--- src/rtl/note_tone_gen_pkg.sv ---
// Shared note codes, octave selects, mid-octave half-period counts and FSM
// states for the buzzer tone generator.
package note_tone_gen_pkg;

    localparam int unsigned PER_W = 19;

    localparam logic [2:0] N_SPACE = 3'd0;
    localparam logic [2:0] N_DO    = 3'd1;
    localparam logic [2:0] N_RE    = 3'd2;
    localparam logic [2:0] N_MI    = 3'd3;
    localparam logic [2:0] N_FA    = 3'd4;
    localparam logic [2:0] N_SO    = 3'd5;
    localparam logic [2:0] N_LA    = 3'd6;
    localparam logic [2:0] N_Q1    = 3'd7;

    localparam logic [1:0] OCT_LOW  = 2'd0;
    localparam logic [1:0] OCT_MID  = 2'd1;
    localparam logic [1:0] OCT_HIGH = 2'd2;

    // Mid-octave half periods in 100 MHz clocks; low octave doubles, high halves.
    localparam logic [PER_W-1:0] T_DO = 19'd191110;
    localparam logic [PER_W-1:0] T_RE = 19'd170265;
    localparam logic [PER_W-1:0] T_MI = 19'd151685;
    localparam logic [PER_W-1:0] T_FA = 19'd143172;
    localparam logic [PER_W-1:0] T_SO = 19'd127551;
    localparam logic [PER_W-1:0] T_LA = 19'd113636;
    localparam logic [PER_W-1:0] T_XI = 19'd101239;

    typedef enum logic [1:0] {
        ST_IDLE = 2'd0,
        ST_TONE = 2'd1,
        ST_GAP  = 2'd2
    } state_e;

endpackage

--- src/rtl/note_tone_gen_lut.sv ---
// Combinational (note code, octave) -> half-period lookup; space maps to 0.
module note_period_lut
    import note_tone_gen_pkg::*;
(
    input  logic [2:0]       code_i,
    input  logic [1:0]       octave_i,
    output logic [PER_W-1:0] half_period_o
);

    logic [PER_W-1:0] mid;

    always_comb begin
        case (code_i)
            N_DO:    mid = T_DO;
            N_RE:    mid = T_RE;
            N_MI:    mid = T_MI;
            N_FA:    mid = T_FA;
            N_SO:    mid = T_SO;
            N_LA:    mid = T_LA;
            N_Q1:    mid = T_XI;
            default: mid = '0;
        endcase
    end

    // Octave 3 is treated as mid.
    always_comb begin
        case (octave_i)
            OCT_LOW:  half_period_o = mid << 1;
            OCT_HIGH: half_period_o = mid >> 1;
            default:  half_period_o = mid;
        endcase
    end

endmodule

--- src/rtl/note_tone_gen.sv ---
// Square-wave buzzer driver: registered note/octave/enable, tone divider and
// a fixed articulation gap between distinct consecutive notes.
module note_tone_gen
    import note_tone_gen_pkg::*;
#(
    parameter int unsigned CLK_HZ     = 100_000_000,
    parameter int unsigned GAP_CYCLES = 2_000_000
) (
    input  logic       clk,
    input  logic       rst_n,
    input  logic       EN,
    input  logic [2:0] num_note,
    input  logic [1:0] octave,
    output logic       speaker,
    output logic       playing
);

    localparam int unsigned GAP_W = $clog2(GAP_CYCLES + 1);

    generate
        if (GAP_CYCLES < 1 || CLK_HZ == 0) begin : g_bad_param
            $error("note_tone_gen: GAP_CYCLES and CLK_HZ must be non-zero");
        end
    endgenerate

    logic [2:0]       note_q;
    logic [1:0]       oct_q;
    logic             en_q;
    logic [2:0]       cur_note_q;
    logic [1:0]       cur_oct_q;
    state_e           state_q;
    logic [PER_W-1:0] div_q;
    logic [GAP_W-1:0] gap_q;
    logic             speaker_q;
    logic             playing_q;

    logic [2:0]       eff_note;
    logic [PER_W-1:0] period;

    assign eff_note = en_q ? note_q : N_SPACE;

    // While a tone holds, eff_note/oct_q equal the tone's own code, so one
    // lookup serves both the initial load and every reload.
    note_period_lut u_lut (
        .code_i        (eff_note),
        .octave_i      (oct_q),
        .half_period_o (period)
    );

    always_ff @(posedge clk or negedge rst_n) begin
        if (!rst_n) begin
            note_q     <= N_SPACE;
            oct_q      <= OCT_MID;
            en_q       <= 1'b0;
            cur_note_q <= N_SPACE;
            cur_oct_q  <= OCT_MID;
            state_q    <= ST_IDLE;
            div_q      <= '0;
            gap_q      <= '0;
            speaker_q  <= 1'b0;
            playing_q  <= 1'b0;
        end else begin
            note_q <= num_note;
            oct_q  <= octave;
            en_q   <= EN;

            case (state_q)
                ST_IDLE: begin
                    div_q     <= '0;
                    gap_q     <= '0;
                    speaker_q <= 1'b0;
                    playing_q <= 1'b0;
                    if (eff_note != N_SPACE) begin
                        state_q    <= ST_TONE;
                        div_q      <= period;
                        speaker_q  <= 1'b1;
                        playing_q  <= 1'b1;
                        cur_note_q <= eff_note;
                        cur_oct_q  <= oct_q;
                    end
                end

                ST_TONE: begin
                    if (eff_note == N_SPACE) begin
                        state_q   <= ST_IDLE;
                        div_q     <= '0;
                        speaker_q <= 1'b0;
                        playing_q <= 1'b0;
                    end else if (eff_note != cur_note_q || oct_q != cur_oct_q) begin
                        state_q   <= ST_GAP;
                        div_q     <= '0;
                        gap_q     <= GAP_W'(GAP_CYCLES - 1);
                        speaker_q <= 1'b0;
                        playing_q <= 1'b0;
                    end else if (div_q == PER_W'(1)) begin
                        // Reload rather than wrap so every half period is exact.
                        div_q     <= period;
                        speaker_q <= ~speaker_q;
                    end else begin
                        div_q <= div_q - PER_W'(1);
                    end
                end

                ST_GAP: begin
                    speaker_q <= 1'b0;
                    playing_q <= 1'b0;
                    if (eff_note == N_SPACE) begin
                        state_q <= ST_IDLE;
                        gap_q   <= '0;
                    end else if (gap_q == '0) begin
                        state_q    <= ST_TONE;
                        div_q      <= period;
                        speaker_q  <= 1'b1;
                        playing_q  <= 1'b1;
                        cur_note_q <= eff_note;
                        cur_oct_q  <= oct_q;
                    end else begin
                        gap_q <= gap_q - GAP_W'(1);
                    end
                end

                default: begin
                    state_q   <= ST_IDLE;
                    div_q     <= '0;
                    gap_q     <= '0;
                    speaker_q <= 1'b0;
                    playing_q <= 1'b0;
                end
            endcase
        end
    end

    assign speaker = speaker_q;
    assign playing = playing_q;

endmodule

--- config.mk ---
export PLATFORM = sky130hd
export DESIGN_NAME = note_tone_gen
export DESIGN_NICKNAME = d
export VERILOG_FILES = /design/src/rtl/note_tone_gen_pkg.sv /design/src/rtl/note_tone_gen_lut.sv /design/src/rtl/note_tone_gen.sv
export SDC_FILE = /design/constraint.sdc
export NUM_CORES = 1
export LEC_CHECK = 0
export CAP_MARGIN = 25
export CORE_ASPECT_RATIO = 1.2
export CORE_MARGIN = 2
export CORE_UTILIZATION = 29
export CTS_CLUSTER_SIZE = 25
export DETAILED_ROUTE_END_ITERATION = 12
export SKIP_CTS_REPAIR_TIMING = 1
export SYNTH_ARGS = -nofsm -noshare
export SYNTH_HDL_FRONTEND = slang
export SYNTH_HIERARCHICAL = 1
export SYNTH_SLANG_ARGS = --single-unit
--- constraint.sdc ---
create_clock -name clk -period 3.4 [get_ports clk]
set_input_delay 0.68 -clock clk [delete_from_list [all_inputs] [get_ports clk]]
set_output_delay 0.68 -clock clk [all_outputs]
set_load 0.05 [all_outputs]
==> impl_metrics.ini, run 1 <==
; synthesis and place-and-route metrics
[clock_tree]
htree_num_levels = 2
clock_latency_ps = 300
max-clock-path-buffers = 2
cts.sinks = 55
cts_tree = done
cts_root_buf = clkbuf_16

[logic_synthesis]
ys_seq_elements = 55
top_area_share_pct = 33.3
common_cells = dfrtp_1, nand2_1, a21oi_1, nor2_1, o2bb2ai_1
synth_cell_types = 83
synth_top_cell_by_count = dfrtp_1
synthXorXnorAreaFrac_pct = 3.74
yosysWarnings = 6
yosysCellCount = 433
synthesis.area_mm2 = 0.00398
synth_nets = 448
top_logic_kind = AND-OR/OR-AND gates
async_reset_ff_share_pct = 100
top_cells_by_area = dfrtp_1, o2bb2ai_1, a22o_1, a21oi_1, nand2_1

[sta]
setup_viol = 0
rsz0062_at_grt = no
final_max_slew_viol_count = 0
tightest_slew_ps = 882
hold_viol = 0
period_needed_ps = 2890

[pwr]
combPwrFrac_pct = 60.8
vdd_ir_drop_max_v = 0.000602
p_switching_uw = 2060
power.share.sequential_pct = 25.9
leakagePower_uw = 0.00181

[finish]
layout-drive-gt1-share_pct = 12.6
n_antenna_cell = 0
area_delta_synth_final_pct = 10.8
n_fill_cell = 1346

[global_route]
gr-total-overflow = 0
grt_usage_pct = 13.3

[floorplanning]
fp.dieArea_mm2 = 0.0147
core_area_mm2 = 0.0133
rows = 46

[setup_path]
reg2regPathDepth = 7
endpoint_kind = flip-flop
ff2ff_setup_slack_ps = 510
cp_top_family = simple AND/OR/NAND/NOR gates
cp.arrival_ps = 3020
cp-start-kind = flip-flop
crit_buf_inv = 1
criticalPathCategory = reg -> reg
cpPeakStageDelay_ps = 500
required_ps = 3530
crit_chain = inv_1 > ha_1 > or4b_4 > or4_1 > or4_4 > nand2_1 > o311ai_0
rr_startpoint = gap_q[0]
worst-path-max-fanout = 13
worstReg2RegEnd = gap_q[5]

[placement]
numPortBuffers = 9
gp_routability_congestion = 0.836

[min_path]
hp-class = in -> async

[run_status]
status = finished, final reports clean

[flow_run]
cap_violations = 0

[route]
wirelength_um = 9800
antenna_left = 0
drt_iter0_markers = 223
vias = 3411
wire_per_inst_um = 16.2
## run 1: worst register-to-register path, stage by stage (launching register included)
cell and delay, ps:
dfrtp_1 410, inv_1 70, ha_1 180, or4b_4 500
or4_1 450, or4_4 470, nand2_1 390, o311ai_0 240
## run 1: cells by family after synthesis
group	Yosys count
compound gates	163
simple gates	146
flops	55
buf+inv	37
xor+xnor	17
fa+ha+maj	8
mux	7
## run 1: power groups by stage
| stage | sequential (uW) | combinational (uW) | clock, uW |
|---|---|---|---|
| after floorplan | 1110 | 2070 | 0 |
| after global routing | 1180 | 2980 | 625 |
| after detailed placement | 1140 | 2660 | 0 |
| after CTS | 1140 | 2680 | 600 |
| final | 1140 | 2680 | 586 |
| after global placement | 1140 | 2630 | 0 |
## run 1: state kept, by name, indices dropped and copies added, names as in the netlist
name and count:
playing 1, state_q 2, cur_oct_q 2, gap_q 21, speaker 1, oct_q 2, en_q 1, cur_note_q 3
note_q 3, div_q 19
## run 1: metrics by stage
| stage | hold slack [ps] | instances | power (uW) | util (%) | setup slack [ps] |
|---|---|---|---|---|---|
| after detailed placement | 506 | 598 | 3800 | 31.7 | 502 |
| after global routing | 390 | 606 | 4790 | 33.2 | 323 |
| after floorplan | 384 | 433 | 3180 | - | 786 |
| after CTS | 525 | 605 | 4410 | 33.0 | 529 |
| after global placement | 469 | 598 | 3760 | 31.7 | 591 |
| final | 345 | 606 | 4410 | 33.2 | 514 |
## run 1: how the worst max path moves through the flow
| stage | slack (ps) | depth (start not counted) | end |
|---|---|---|---|
| floorplan | 790 | 9 | gap_q[20] |
| CTS | 530 | 7 | gap_q[5] |
| global route | 320 | 8 | div_q[2] |
| detailed placement | 500 | 7 | gap_q[19] |
| global placement | 590 | 8 | cur_note_q[2] |
| finish | 510 | 7 | gap_q[5] |
## run 1: routing by layer
layer / vias to the layer above / GRT usage (%) / routed length, um
met3: 10 / 1.84 / 325
met2: 66 / 22.0 / 4790
li1: 1677 / - / -
met4: 0 / 3.68 / 126
met1: 1658 / 18.2 / 4560
met5: - / 0 / 0
## run 1: area by class of cell
type                            instances  share of cell area [%]
Multi-Input combinational cell        341                    54.5
Sequential cell                        55                    31.3
Timing Repair Buffer                   23                    4.77
Tap cell                              168                    4.77
Clock buffer                            5                    2.84
Inverter                               12                    1.02
Clock inverter                          2                   0.851
## run 1: layout by cell type, fill, tap and decap left out, types with 4 or more instances in the layout
cell,synthesis,final
nor2b_1,6,6
o311ai_0,4,4
o2bb2ai_1,20,20
o21ai_0,19,19
o21a_1,4,4
inv_1,10,10
nand2_1,30,30
a21oi_1,28,28
buf_4,7,13
and2b_1,4,4
clkbuf_16,0,5
ha_1,7,7
or4_1,11,11
a221oi_1,4,4
or3_1,7,7
xnor2_1,6,6
nand3_1,9,9
and2_1,4,4
mux2_2,5,5
clkdlybuf4s50_1,0,8
nor3_1,9,9
xor2_1,11,11
nor2_1,22,22
o31ai_1,13,13
nand2b_1,10,10
o22ai_1,4,4
dfrtp_1,53,53
o211ai_1,9,9
nor3b_1,4,4
a22o_1,19,19
run_1/congestion.png
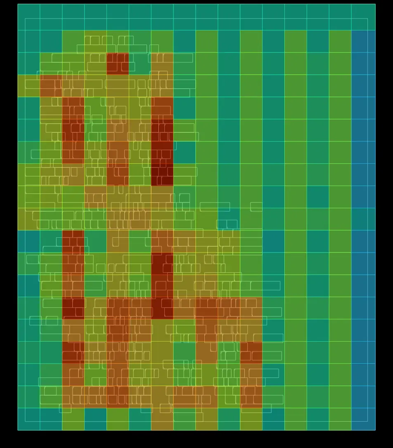
met3 usage: 1.84%
Most Crowded Layer GR: met2
met2 GRT Util: 22.0%
met1 Resource Use GR: 18.2%
final core occ: 33.2%

run_1/clk_routes.png
Drawn at 3 px/um.
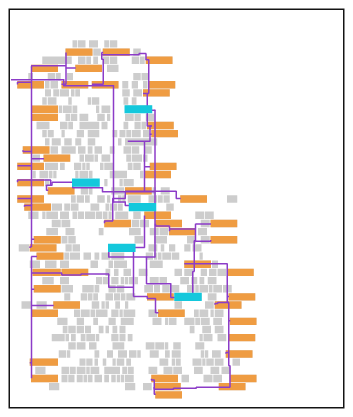
flip-flops: drawn in orange, count 55. clock drivers: drawn in cyan, count 5. clock wires: drawn in purple, length 770 um.
There are 6 routed clock nets.
skew final: 6.10 ps
power share of the clock group: 13.3%
Clock group: 586 uW

run_1/layer_met3.png
Drawn at 2 px/um.
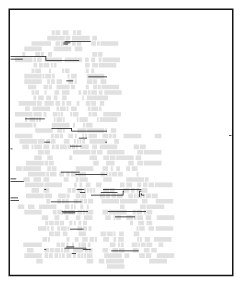
The layer carries 325 um of wire. The longest straight run is 18.9 um. The layer holds 3.3% of the routed length. The wires run mostly horizontal. 31 nets have wire on it.

run_1/wires.png
Drawn at 2 px/um.
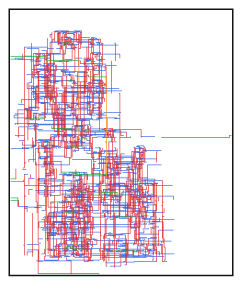
metal 4: drawn in orange, wire length 127 um. metal 2: drawn in red, wire length 4790 um. metal 1: drawn in blue, wire length 4560 um. metal 3: drawn in green, wire length 325 um.

run_1/flops_by_reg.png
Drawn at 2 px/um. Other sequential cells in the stronger gray, the rest of the logic in the fainter gray.
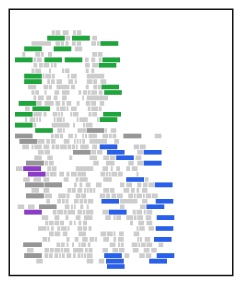

==> run 1 -> run 2 <==
==> constraint.sdc (replaced) <==
create_clock -name clk -period 2.7 [get_ports clk]
set_input_delay 0.54 -clock clk [delete_from_list [all_inputs] [get_ports clk]]
set_output_delay 0.54 -clock clk [all_outputs]
set_load 0.05 [all_outputs]
run_2/flops_by_reg.png
Drawn at 2 px/um. Other sequential cells in the stronger gray, the rest of the logic in the fainter gray.
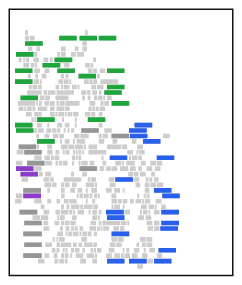
div_q: drawn in blue, sequential cells 19. note_q: drawn in purple, sequential cells 3. gap_q: drawn in green, sequential cells 21.
sequential power: 1420 uW
final core occ: 34.3%
Flop area: 0.00138 mm2

==> run 2 against run 1 <==
Net effect:
- combinational power up 43%
- power up 33%
- synthesized cell count unchanged
- fmax up 11%
- synthesized area unchanged
- largest cell class unchanged
- utilization up 1.1 points
- critical path depth up 2
- hold slack worse by 110 ps
- clock power up 8.0%
- sequential power up 25%
- clock skew up 4.9 ps
- largest power group unchanged
==> impl_metrics.ini, run 2 <==
; synthesis and place-and-route metrics
[run_status]
status = finished, final reports clean

[logic_synthesis]
synth.yosys.chip_area_mm2 = 0.00398
synth_top_cell_by_count = dfrtp_1
synth_cells = 433
synth_cell_types = 83
ys_seq_elements = 55
yosysTopAreaCell = dfrtp_1
syn_area_per_cell_um2 = 9.19
top_cells_by_area = dfrtp_1, o2bb2ai_1, a22o_1, a21oi_1, nand2_1
async_reset_ff_share_pct = 100
synth_nets = 448
top_area_share_pct = 33.3
common_cells = dfrtp_1, nand2_1, a21oi_1, nor2_1, o2bb2ai_1
synthFlopType = dfrtp_1
yosysCellCount = 433
synthesis.area_mm2 = 0.00398
yosysWarnings = 6

[route]
via_per_inst = 5.63
firstDrtPassIters = 4
drt_iter0_markers = 223
antenna_left = 0
wirelength_um = 10300
drc_errors = 0
vias = 3519

[setup_path]
endpoint_kind = flip-flop
worst-path-max-fanout = 5
cp.arrival_ps = 2790
cp-start-kind = flip-flop
required_ps = 2880
critPathSlowestCell = or4b_4
crit_chain = inv_2 > ha_4 > or4b_4 > or4_4 > nor3_1 > buf_4 > mux2i_1 > nor2_2 > mux2_2
criticalPathCategory = reg -> reg
cpPeakStageDelay_ps = 450

[placement]
dpl.hpwl_um = 7450
gp_routability_congestion = 0.834
numPortBuffers = 9

[sta]
fmax_mhz = 383
setup_tns_ps = 0
period_used_pct = 96.7
hold_viol = 0
tightest_slew_ps = 912
rsz0062_at_grt = yes
setup_viol = 0
clock_skew_ps = 11.0
final_max_slew_viol_count = 0
maxSlewHeadroom_pct = 39.0
period_needed_ps = 2610

[pwr]
leakagePower_uw = 0.00189
p_switching_uw = 2710
p_int_uw = 3170
vdd_ir_drop_max_v = 0.000996
p_per_area_mw_per_mm2 = 1290
combPwrFrac_pct = 65.0
swShare_pct = 46.1
power_uw = 5880
pwr-share-clk_pct = 10.8
power.share.sequential_pct = 24.2

[clock_tree]
clk_pin_slew_ps = 70
cts_tree = done
max-clock-path-buffers = 2
cts_root_buf = clkbuf_16
htree_num_levels = 2
clock_latency_ps = 300
cts_buffers = 5
cts.sinks = 55

[finish]
layout-drive-gt1-share_pct = 17.1
max_flop_register = gap_q
lay_top_count = dfrtp_1
n_fill_cell = 1333
top_regs = gap_q x21, div_q x19
n_antenna_cell = 0
fin_nets = 471
area_delta_synth_final_pct = 14.5
logic_area_mm2 = 0.00243
largest_reg_flops = 21
layout_top_cells = dfrtp_1, nand2_1, buf_4

[flow_run]
cap_violations = 0
log.warning_count = 31

[floorplanning]
pin_count = 10
fp.dieArea_mm2 = 0.0147
core_area_mm2 = 0.0133
die_y_um = 132
rows = 46

[global_route]
gr-total-overflow = 0
antenna_found_initial = 0
grt_pass1_vias = 3512
grt_start_max_net_pins = 26
grt_first_pass_wirelength_um = 17400

[min_path]
hp-class = in -> async
run_2/congestion.png
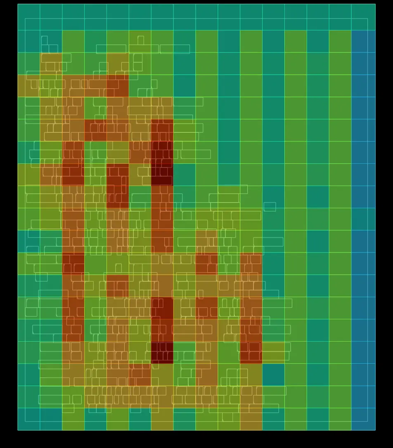
met1 Resource Use GR: 17.6%
total track usage: 14.1%
Avg WL per Cell: 16.5 um

[run 2: path summary, 6_finish.rpt]
check | from | endpoint | slack [ps] | cells after the start
max | gap_q[1] | cur_note_q[0] | 90 | 9
min | rst_n | gap_q[5] | 230 | 1
max reg2reg | gap_q[1] | cur_note_q[0] | 90 | 9
min reg2reg | gap_q[20] | gap_q[20] | 490 | 2
max in group asynchronous | rst_n | oct_q[0] | 1720 | 2
min in group clk | gap_q[20] | gap_q[20] | 490 | 2
[run 2: metrics by stage]
| stage | cell area, um2 | setup WS (ps) | instances | util [%] | hold WS [ps] |
|---|---|---|---|---|---|
| floorplan | 3980 | 85.7 | 433 | - | 244 |
| global placement | 4380 | 90.7 | 616 | 32.9 | 466 |
| detailed placement | 4380 | 23.3 | 616 | 32.9 | 490 |
| CTS | 4520 | 2.92 | 624 | 34.0 | 253 |
| global route | 4560 | -11.1 | 625 | 34.3 | 287 |
| finish | 4560 | 89.5 | 625 | 34.3 | 234 |
[run 2: power groups by stage]
stage / logic (uW) / clock network [uW] / registers [uW]
final: 3820 / 633 / 1420
after global routing: 4220 / 695 / 1470
after CTS: 3740 / 667 / 1420
after detailed placement: 3720 / 0 / 1430
after global placement: 3630 / 0 / 1410
after floorplan: 2600 / 0 / 1390
[run 2: routing by layer]
metal  part of all wire (%)  global-route usage (%)  up-vias
met5                      0                       0        -
met4                    1.1                    3.89        0
met1                     46                    17.6     1747
met2                     51                    25.5       56
li1                       -                       -     1709
met3                    2.7                    1.79        7
[run 2: layout make-up]
class	instances	area share, %
multi-input combinational	341	53.4
clock inverter	2	0.274
timing repair buffer	41	7.68
inverter	12	0.988
clock buffer	6	2.83
sequential	55	30.2
tap	168	4.61
[run 2: logic make-up (layout without fill, tap and decap cells)]
family	count (synthesis)	in the layout	share of synthesized area, %
AOI/OAI and AO/OA	163	163	30.9
xor gates and xnor gates	17	17	3.74
adders and majority gates	8	8	2.48
buffers and inverters	37	61	5.00
DFF	55	55	34.6
muxes	7	7	1.92
and+or+nand+nor	146	146	21.4
[run 2: critical path: cells and delay by family (launching register included)]
family	cells	cell delay (ps)
simple gates	4	1290
flops	1	400
fa+ha+maj	1	120
buf+inv	2	230
mux	2	440
Power is estimated from default activity; no workload was simulated.
